$ cat config.mk
export PLATFORM = sky130hd
export DESIGN_NAME = wb_port_scheduler
export DESIGN_NICKNAME = d
export VERILOG_FILES = /design/src/rtl/wb_port_scheduler_pkg.sv /design/src/rtl/wb_scoreboard.sv /design/src/rtl/wb_port_scheduler.sv
export SDC_FILE = /design/constraint.sdc
export NUM_CORES = 1
export LEC_CHECK = 0
export ABC_AREA = 1
export CAP_MARGIN = 30
export CORE_MARGIN = 5
export CORE_UTILIZATION = 25
export CTS_BUF_LIST = sky130_fd_sc_hd__clkbuf_4
export DETAILED_ROUTE_END_ITERATION = 10
export GPL_ROUTABILITY_DRIVEN = 0
export GPL_TIMING_DRIVEN = 1
export PLACE_DENSITY = 0.47
export SETUP_SLACK_MARGIN = 0.02
export SYNTH_ARGS = -nofsm -noshare
export SYNTH_HDL_FRONTEND = slang
export SYNTH_SLANG_ARGS = --single-unit
export TNS_END_PERCENT = 5
$ cat constraint.sdc
create_clock -name clk_i -period 2.9 [get_ports clk_i]
set_input_delay 0.87 -clock clk_i [delete_from_list [all_inputs] [get_ports clk_i]]
set_output_delay 0.87 -clock clk_i [all_outputs]
set_load 0.02 [all_outputs]
$ cat src/rtl/wb_port_scheduler_pkg.sv
// Shared types and widths for the register-file write-port scheduler.
// Imported by the scheduler top and its scoreboard.
package wb_port_scheduler_pkg;

    localparam int XLEN       = 32;
    localparam int REG_ADDR_W = 5;

    typedef enum logic [1:0] {
        IDLE,
        HELD,
        FORCE
    } state_e;

    typedef enum logic [1:0] {
        SRC_NONE,
        SRC_WB,
        SRC_MDU,
        SRC_BUF
    } src_e;

endpackage

$ cat src/rtl/wb_scoreboard.sv
// Busy-bit scoreboard for MDU destinations.
// Provides decode hazard, issue-ready and busy lookups for error checks.
module wb_scoreboard
    import wb_port_scheduler_pkg::*;
(
    input  logic                  clk_i,
    input  logic                  rst_i,
    input  logic                  set_i,
    input  logic [REG_ADDR_W-1:0] set_addr_i,
    input  logic                  clr_i,
    input  logic [REG_ADDR_W-1:0] clr_addr_i,
    input  logic [REG_ADDR_W-1:0] rs1_addr_i,
    input  logic [REG_ADDR_W-1:0] rs2_addr_i,
    input  logic [REG_ADDR_W-1:0] rd_addr_i,
    input  logic [REG_ADDR_W-1:0] issue_addr_i,
    input  logic [REG_ADDR_W-1:0] wb_addr_i,
    input  logic [REG_ADDR_W-1:0] mdu_addr_i,
    output logic                  hazard_o,
    output logic                  issue_ready_o,
    output logic                  wb_busy_o,
    output logic                  mdu_busy_o
);

    logic [31:0] r_busy;
    logic [31:0] w_busy_next;

    // Set after clear; bit 0 is forced low so x0 can never stall decode.
    always_comb begin
        w_busy_next = r_busy;
        if (clr_i) w_busy_next[clr_addr_i] = 1'b0;
        if (set_i) w_busy_next[set_addr_i] = 1'b1;
        w_busy_next[0] = 1'b0;
    end

    always_ff @(posedge clk_i) begin
        if (rst_i) r_busy <= '0;
        else       r_busy <= w_busy_next;
    end

    assign hazard_o      = r_busy[rs1_addr_i] | r_busy[rs2_addr_i]
                         | r_busy[rd_addr_i];
    assign issue_ready_o = ~r_busy[issue_addr_i];
    assign wb_busy_o     = r_busy[wb_addr_i];
    assign mdu_busy_o    = r_busy[mdu_addr_i];

endmodule

$ cat src/rtl/wb_port_scheduler.sv
// Arbitrates the single register-file write port between pipeline
// writeback and out-of-order MDU results, with a one-entry MDU buffer.
module wb_port_scheduler
    import wb_port_scheduler_pkg::*;
#(
    parameter int XLEN         = 32,
    parameter int STARVE_LIMIT = 4
) (
    input  logic            clk_i,
    input  logic            rst_i,
    input  logic            wb_valid_i,
    input  logic [4:0]      wb_addr_i,
    input  logic [XLEN-1:0] wb_data_i,
    input  logic            mdu_issue_i,
    input  logic [4:0]      mdu_issue_addr_i,
    output logic            mdu_issue_ready_o,
    input  logic            mdu_valid_i,
    input  logic [4:0]      mdu_addr_i,
    input  logic [XLEN-1:0] mdu_data_i,
    output logic            mdu_ready_o,
    input  logic [4:0]      rs1_addr_i,
    input  logic [4:0]      rs2_addr_i,
    input  logic [4:0]      rd_addr_i,
    output logic            hazard_o,
    output logic            pipe_stall_o,
    output logic            rf_we_o,
    output logic [4:0]      rf_addr_o,
    output logic [XLEN-1:0] rf_data_o,
    output logic            err_o
);

    state_e          r_state;
    state_e          w_state_n;
    logic [3:0]      r_cnt;
    logic [3:0]      w_cnt_n;
    logic [3:0]      w_cnt_inc;
    logic            r_buf_valid;
    logic [4:0]      r_buf_addr;
    logic [XLEN-1:0] r_buf_data;
    logic            r_stall;
    logic            r_err;

    src_e            w_src;
    logic            w_mdu_acc;
    logic            w_mdu_nz;
    logic            w_capture;
    logic            w_set;
    logic            w_clr;
    logic [4:0]      w_clr_addr;
    logic            w_wb_busy;
    logic            w_mdu_busy;
    logic            w_err;

    assign w_mdu_acc = mdu_valid_i & ~r_buf_valid;
    assign w_mdu_nz  = (mdu_addr_i != 5'd0);

    always_comb begin
        w_src = SRC_NONE;
        if (r_state == FORCE)  w_src = SRC_BUF;
        else if (wb_valid_i)   w_src = SRC_WB;
        else if (r_buf_valid)  w_src = SRC_BUF;
        else if (w_mdu_acc)    w_src = SRC_MDU;
    end

    always_comb begin
        rf_addr_o = 5'd0;
        rf_data_o = '0;
        case (w_src)
            SRC_WB: begin
                rf_addr_o = wb_addr_i;
                rf_data_o = wb_data_i;
            end
            SRC_MDU: begin
                rf_addr_o = mdu_addr_i;
                rf_data_o = mdu_data_i;
            end
            SRC_BUF: begin
                rf_addr_o = r_buf_addr;
                rf_data_o = r_buf_data;
            end
            default: ;
        endcase
    end

    // Gated by reset so a discarded buffer entry never reaches the RF.
    assign rf_we_o = (w_src != SRC_NONE) & (rf_addr_o != 5'd0) & ~rst_i;

    // x0 results are accepted and dropped, never buffered.
    assign w_capture  = w_mdu_acc & w_mdu_nz & (w_src != SRC_MDU);
    assign w_set      = mdu_issue_i & mdu_issue_ready_o
                      & (mdu_issue_addr_i != 5'd0);
    assign w_clr      = (w_src == SRC_BUF)
                      | ((w_src == SRC_MDU) & w_mdu_nz);
    assign w_clr_addr = (w_src == SRC_BUF) ? r_buf_addr : mdu_addr_i;

    wb_scoreboard u_sb (
        .clk_i        (clk_i),
        .rst_i        (rst_i),
        .set_i        (w_set),
        .set_addr_i   (mdu_issue_addr_i),
        .clr_i        (w_clr),
        .clr_addr_i   (w_clr_addr),
        .rs1_addr_i   (rs1_addr_i),
        .rs2_addr_i   (rs2_addr_i),
        .rd_addr_i    (rd_addr_i),
        .issue_addr_i (mdu_issue_addr_i),
        .wb_addr_i    (wb_addr_i),
        .mdu_addr_i   (mdu_addr_i),
        .hazard_o     (hazard_o),
        .issue_ready_o(mdu_issue_ready_o),
        .wb_busy_o    (w_wb_busy),
        .mdu_busy_o   (w_mdu_busy)
    );

    assign w_cnt_inc = (r_cnt == 4'hF) ? r_cnt : r_cnt + 4'd1;

    always_comb begin
        w_state_n = r_state;
        w_cnt_n   = r_cnt;
        case (r_state)
            IDLE: begin
                if (w_capture) w_state_n = HELD;
            end
            HELD: begin
                if (w_src == SRC_BUF) begin
                    w_state_n = IDLE;
                    w_cnt_n   = 4'd0;
                end else begin
                    w_cnt_n = w_cnt_inc;
                    if (w_cnt_inc >= 4'(STARVE_LIMIT)) w_state_n = FORCE;
                end
            end
            FORCE: begin
                w_state_n = IDLE;
                w_cnt_n   = 4'd0;
            end
            default: begin
                w_state_n = IDLE;
                w_cnt_n   = 4'd0;
            end
        endcase
    end

    assign w_err = (wb_valid_i & w_wb_busy)
                 | (mdu_valid_i & w_mdu_nz & ~w_mdu_busy)
                 | (mdu_issue_i & ~mdu_issue_ready_o);

    always_ff @(posedge clk_i) begin
        if (rst_i) begin
            r_state     <= IDLE;
            r_cnt       <= 4'd0;
            r_buf_valid <= 1'b0;
            r_buf_addr  <= 5'd0;
            r_buf_data  <= '0;
            r_stall     <= 1'b0;
            r_err       <= 1'b0;
        end else begin
            r_state <= w_state_n;
            r_cnt   <= w_cnt_n;
            r_stall <= (w_state_n == FORCE);
            r_err   <= r_err | w_err;
            if (w_capture) begin
                r_buf_valid <= 1'b1;
                r_buf_addr  <= mdu_addr_i;
                r_buf_data  <= mdu_data_i;
            end else if (w_src == SRC_BUF) begin
                r_buf_valid <= 1'b0;
            end
        end
    end

    assign mdu_ready_o  = ~r_buf_valid;
    assign pipe_stall_o = r_stall;
    assign err_o        = r_err;

endmodule
### Cell classes on the final placement, run 1

Scale: 2 px per um. Fill, decap, tap and diode cells in gray.
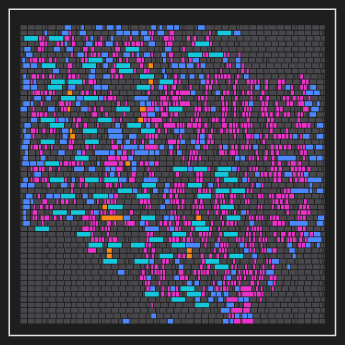
Key: orange = clock drivers and dummy loads [cells 16]; cyan = sequential cells [cells 77]; blue = remaining buffers and delay cells [cells 272]; magenta = combinational and other logic [cells 865]
core area: 22800 um2
cell row count: 55
sequential fraction of total cell area: 0.178
utilization after layout: 0.382
area of all placed cells without fillers: 8690 um2

### I/O pins on the die edge, run 1

Scale: 1.5 px per um. Pins as bars across the die edge, other pins in gray.
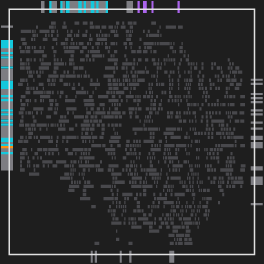
Key: orange = `wb_valid_i` [pins 1, direction input, edge west]; cyan = `mdu_data_i` [pins 32, direction input, edge 21 west, 11 north]; purple = `mdu_addr_i` [pins 5, direction input, edge north]
Die Wd: 162 um
overall die height: 162 um
Buffers on Ports: 141

==> summary.txt, run 1 <==
Latest figures from synthesis and place and route.

In this run the critical path is formed by clkdlybuf4s50_1 -> inv_2 -> o221ai_2 -> nor3_2 -> a21oi_2 -> buf_6. The worst setup path is captured at an output pin. The destination of the critical timing path is rf_we_o. The checks that failed: negative setup slack. Across the VDD grid, the largest voltage drop is 0.150 mV. The share of async-settable or async-resettable flops after synthesis is 0. Counting tap cells, the placed design contains a total of 1518 instances.

After synthesis, the netlist uses 35 different library cells. After layout, the setup clock skew is reported as 0.0236 ns. The cell area after placement is 8420 um2. The clock drives 77 sinks.

The worst register-to-register path ends at u_sb.r_busy[9]. By startpoint and endpoint, the worst setup path is classified as input port to output pin. The synth_stat.txt file lists the number of cells as 997. STA reports the tightest min-delay check as being of type flip-flop to flip-flop. Setup repair after global routing could not meet its margin everywhere. The post-route antenna net violation count is 0. Entering global routing, the biggest net connects 37 pins. The endpoint arrival time on the critical path is 2.12 ns.

The total overflow left after global routing is 0. For this run, the number of standard cells in the final layout without fillers is 1545. The startpoint type of the worst setup path is an input port. Per the CTS log, the root buffer master is sky130_fd_sc_hd__clkbuf_4. The count of pins on the block boundary is 142. TritonCTS created 9 clock buffers. The run finished, with violations left.

In the layout the commonest cells are sky130_fd_sc_hd__nand2_1, sky130_fd_sc_hd__buf_4, sky130_fd_sc_hd__nand3_1, sky130_fd_sc_hd__a21oi_1, sky130_fd_sc_hd__o21ai_0. The number of endpoints failing setup at the final stage is 3. Per the final timing report, the hold violations number 0. For this run, design rule violations remaining after detail routing come to 0.

The final worst-path setup slack is -0.0882 ns. The share of layout cells above drive strength 1 is 0.207. A synthesized cell averages 5.83 um2. In this run the layout overhead on the synthesized area is reported as 49.6%.

The insertion delay of the later-clocked pin in the worst-skew pair is 0.46 ns. The dominant logic cell type in the layout is sky130_fd_sc_hd__nand2_1. Of the synthesized area, sequential elements account for 0.265. Looking at the hold checks, the worst path lands on r_buf_data[30].

For this run, the slowest stage of the critical path takes 0.56 ns. The flip-flop and latch count after synthesis is 77. The DRC marker count from the first detailed-route iteration is 682.
### Metal 2, run 1

Scale: 2 px per um.
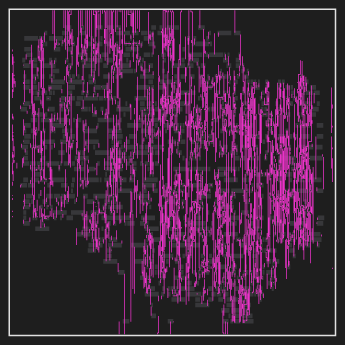
The longest straight run is 65.3 um. The wires run mostly vertical. 1017 nets have wire on it.
routed vias: 7474
overall routed net length: 26000 um
met2 GRT Util: 0.304

## run 1: logic make-up (layout without fill, tap and decap cells)
logic type,after synthesis,in the layout,synth area share
other,0,2,0
flip-flops,77,77,0.265
AND-OR/OR-AND,285,285,0.274
buffers and inverters,175,408,0.126
AND/OR/NAND/NOR,459,459,0.332
adder cells (fa/ha/maj),1,1,0.00215
## run 1: stage by stage
| step | power (mW) | hold WS (ns) |
|---|---|---|
| floorplan | 1.72 | 0.430 |
| global placement | 2.28 | 0.442 |
| detailed placement | 2.28 | 0.445 |
| CTS | 2.95 | 0.465 |
| global route | 3.13 | 0.484 |
| finish | 2.95 | 0.461 |
## run 1: per-layer routing
| metal | wire length, um | vias to the layer above | global-route usage | share of wire |
|---|---|---|---|---|
| met2 | 11600 | 296 | 0.304 | 0.45 |
| met5 | 7 | - | 0 | 0.00027 |
| met4 | 894 | 2 | 0.0750 | 0.034 |
| met3 | 2060 | 50 | 0.0473 | 0.079 |
| li1 | - | 3791 | - | - |
| met1 | 11500 | 3335 | 0.255 | 0.44 |
## run 1: synth_stat cells (2+ instances only)
master	n	area [um2]
sky130_fd_sc_hd__clkbuf_1	34	128
sky130_fd_sc_hd__o21ai_0	108	541
sky130_fd_sc_hd__clkinv_1	4	15.0
sky130_fd_sc_hd__o21ai_2	2	17.5
sky130_fd_sc_hd__nor3_1	10	50.1
sky130_fd_sc_hd__buf_6	8	90.1
sky130_fd_sc_hd__inv_2	2	7.51
sky130_fd_sc_hd__o21bai_1	2	15.0
sky130_fd_sc_hd__buf_1	3	11.3
sky130_fd_sc_hd__o221ai_1	2	17.5
sky130_fd_sc_hd__inv_1	113	424
sky130_fd_sc_hd__nor2_1	50	188
sky130_fd_sc_hd__buf_2	8	40.0
sky130_fd_sc_hd__o22ai_1	2	12.5
sky130_fd_sc_hd__dfxtp_1	77	1540
sky130_fd_sc_hd__a21oi_1	115	576
sky130_fd_sc_hd__nand3_1	124	621
sky130_fd_sc_hd__a32o_1	2	20.0
sky130_fd_sc_hd__nand2_1	265	995
sky130_fd_sc_hd__nor2_2	4	25.0
sky130_fd_sc_hd__nand3b_1	2	15.0
sky130_fd_sc_hd__o211ai_1	47	353
## run 1: area by class of cell
cell class              count  area (um2)  share of cell area
multi-input cells         745        3720               0.428
clock buffers              10        75.1             0.00864
well taps                 313         392              0.0451
repair buffers            272        2430               0.280
inverters                 120         462              0.0531
flip-flops and latches     77        1540               0.178
clock inverters             6        62.6             0.00720
diodes                      2        5.00            0.000576
## run 1: flip-flops by register name, indices dropped and copies added (netlist names)
| signal | flops |
|---|---|
| r_buf_addr | 5 |
| r_state | 2 |
| pipe_stall_o | 1 |
| r_cnt | 4 |
| err_o | 1 |
| u_sb.r_busy | 31 |
| r_buf_valid | 1 |
| r_buf_data | 32 |
## run 1: power breakdown
part	internal [mW]	switching, mW	total, mW
logic	0.489	0.623	1.11
clock network	0.271	0.416	0.687
registers	1.12	0.0319	1.15
total	1.88	1.07	2.95
## run 1: critical path: cells and delay by family
kind                   cells  cell delay (ns)
AOI/OAI and AO/OA          2             0.38
and+or+nand+nor            1             0.10
buffers and inverters      3             0.77
==> run 1 -> run 2 <==
Settings changed: CTS_CLUSTER_DIAMETER set to 200.
### Metal 2, run 2

Scale: 2 px per um.
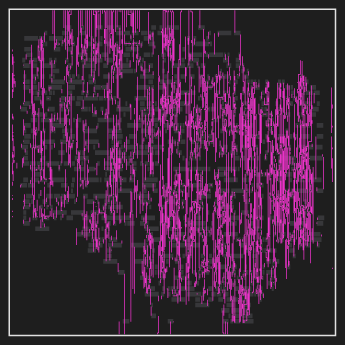

### I/O pins on the die edge, run 2

Scale: 1.5 px per um. Pins as bars across the die edge, other pins in gray.
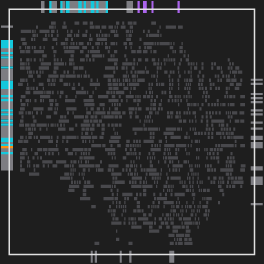

==> run 2 against run 1 <==
  * The flow still finishes with violations (negative setup slack)
  * Maximum frequency is the same
  * Synthesized cell count is the same
  * Sequential power is essentially flat
  * Setup slack is the same
  * Critical path type unchanged
  * Critical endpoint unchanged
  * Highest routed layer unchanged
==> summary.txt, run 2 <==
Latest figures from synthesis and place and route.

The switching component of the power was reported as 1.07 mW. The DRC marker count from the first detailed-route iteration is 682. The clock share of power is 0.233. After synthesis, the cell types taking the most area are sky130_fd_sc_hd__dfxtp_1, sky130_fd_sc_hd__nand2_1, sky130_fd_sc_hd__nand3_1, sky130_fd_sc_hd__a21oi_1, sky130_fd_sc_hd__o21ai_0. The count of final hold-check violations is 0. The tightest hold margin is 0.461 ns. The OpenROAD report gives the critical path a data arrival time of 2.12 ns.

The post-placement cell area is 8420 um2. The power consumption is 2.95 mW. The dominant logic cell type in the layout is sky130_fd_sc_hd__nand2_1. The endpoint identified for the worst register-to-register timing path is u_sb.r_busy[9]. The number of endpoints failing setup at the final stage is 3. The number of port buffers is 141. Counting flops with an async set or reset pin after synthesis yields a share of 0. The type of element capturing the critical path is an output pin. Internal power comes to 1.88 mW. The routed layout has 7474 vias. The most frequently used cell type in the post-synthesis netlist is sky130_fd_sc_hd__nand2_1. The checks that failed: negative setup slack. The destination of the critical timing path is rf_we_o. The horizontal die dimension is 162 um. sky130_fd_sc_hd__dfxtp_1 takes more of the synthesized area than any other cell. The number of clock buffers added by TritonCTS is 9. Leaving out fill and tap cells, the most frequent cells in the layout are sky130_fd_sc_hd__nand2_1, sky130_fd_sc_hd__buf_4, sky130_fd_sc_hd__nand3_1, sky130_fd_sc_hd__a21oi_1, sky130_fd_sc_hd__o21ai_0. The overall die height is 162 um. In the synthesized netlist, the cells that appear most often are sky130_fd_sc_hd__nand2_1, sky130_fd_sc_hd__nand3_1, sky130_fd_sc_hd__a21oi_1. The run finished, with violations left. The register with the most flip-flops in the final layout is r_buf_data. The flip-flop count of the largest register, all copies and words added is 32. The share of total power dissipated in combinational logic is 0.377.

The area added between synthesis and finish is 49.6%. Entering global routing, the biggest net connects 37 pins. The critical path class is input port to output pin. The portion of total power attributed to sequential cells is 0.390. The count of pins on the block boundary is 142. In this run the clock root is driven by a sky130_fd_sc_hd__clkbuf_4.

In the routed design, unresolved DRC markers number 0. After floorplanning, the core was sized to cover 22800 um2. The clock tree has to reach 77 sinks.

In the global route stage, met1 resource usage came out at 0.255. Of the total power, the share spent switching nets is 0.363. The combinational gate area is 3720 um2.

For the final database, setup skew stands at 0.0236 ns. Of the cells placed in the final design, the portion with a size suffix greater than 1 is 0.207. The post-route cell area is 8690 um2.

The final worst-path setup slack is -0.0882 ns. The overflow left after global routing is 0.
[run 2: cell counts in the layout (fill, tap and decap cells not counted)]
No cell type changed its count.
[run 2: worst min-delay path by stage]
stage | to | slack (ns)
3_3_place_gp | r_buf_data[12] | 0.44
4_1_cts | r_buf_data[12] | 0.46
6_report | r_buf_data[30] | 0.46
3_5_place_dp | r_buf_data[28] | 0.45
5_1_grt | r_buf_data[12] | 0.48
2_1_floorplan | r_buf_data[10] | 0.43
[run 2: area by class of cell]
cell class	count	area share
Multi-Input combinational cell	745	0.428
Timing Repair Buffer	272	0.280
Sequential cell	77	0.178
Inverter	120	0.0531
Tap cell	313	0.0451
Clock buffer	10	0.00864
Clock inverter	6	0.00720
Antenna cell	2	0.000576
[run 2: worst max-delay path: stages]
cell	delay, ns
sky130_fd_sc_hd__clkdlybuf4s50_1	0.56
sky130_fd_sc_hd__inv_2	0.07
sky130_fd_sc_hd__o221ai_2	0.22
sky130_fd_sc_hd__nor3_2	0.10
sky130_fd_sc_hd__a21oi_2	0.16
sky130_fd_sc_hd__buf_6	0.14
[run 2: power by group through the flow]
| stage | clock network [mW] | registers [mW] | logic [mW] |
|---|---|---|---|
| 2_1_floorplan | 0 | 1.17 | 0.554 |
| 6_report | 0.687 | 1.15 | 1.11 |
| 3_5_place_dp | 0 | 1.17 | 1.10 |
| 4_1_cts | 0.716 | 1.15 | 1.08 |
| 5_1_grt | 0.753 | 1.16 | 1.22 |
| 3_3_place_gp | 0 | 1.17 | 1.11 |
[run 2: logic make-up (layout without fill, tap and decap cells)]
| kind of cell | Yosys count | in the layout | share of synthesized area |
|---|---|---|---|
| AOI/OAI and AO/OA | 285 | 285 | 0.274 |
| adders and majority gates | 1 | 1 | 0.00215 |
| buffers and inverters | 175 | 408 | 0.126 |
| DFF | 77 | 77 | 0.265 |
| other | 0 | 2 | 0 |
| and+or+nand+nor | 459 | 459 | 0.332 |
[run 2: timing repair]
action | in CTS | in global routing
cloned | 0 | 3
gates resized | 229 | 45
endpoints found under the setup margin | 40 | 39
pin swaps | 9 | 15
setup buffers | 4 | 2
[run 2: layer usage]
| metal | vias up | wire [um] |
|---|---|---|
| met5 | - | 7 |
| met4 | 2 | 894 |
| met3 | 50 | 2060 |
| met2 | 296 | 11600 |
| met1 | 3335 | 11500 |
| li1 | 3791 | - |
No activity file was given, so power comes from the tool's default toggle rates.
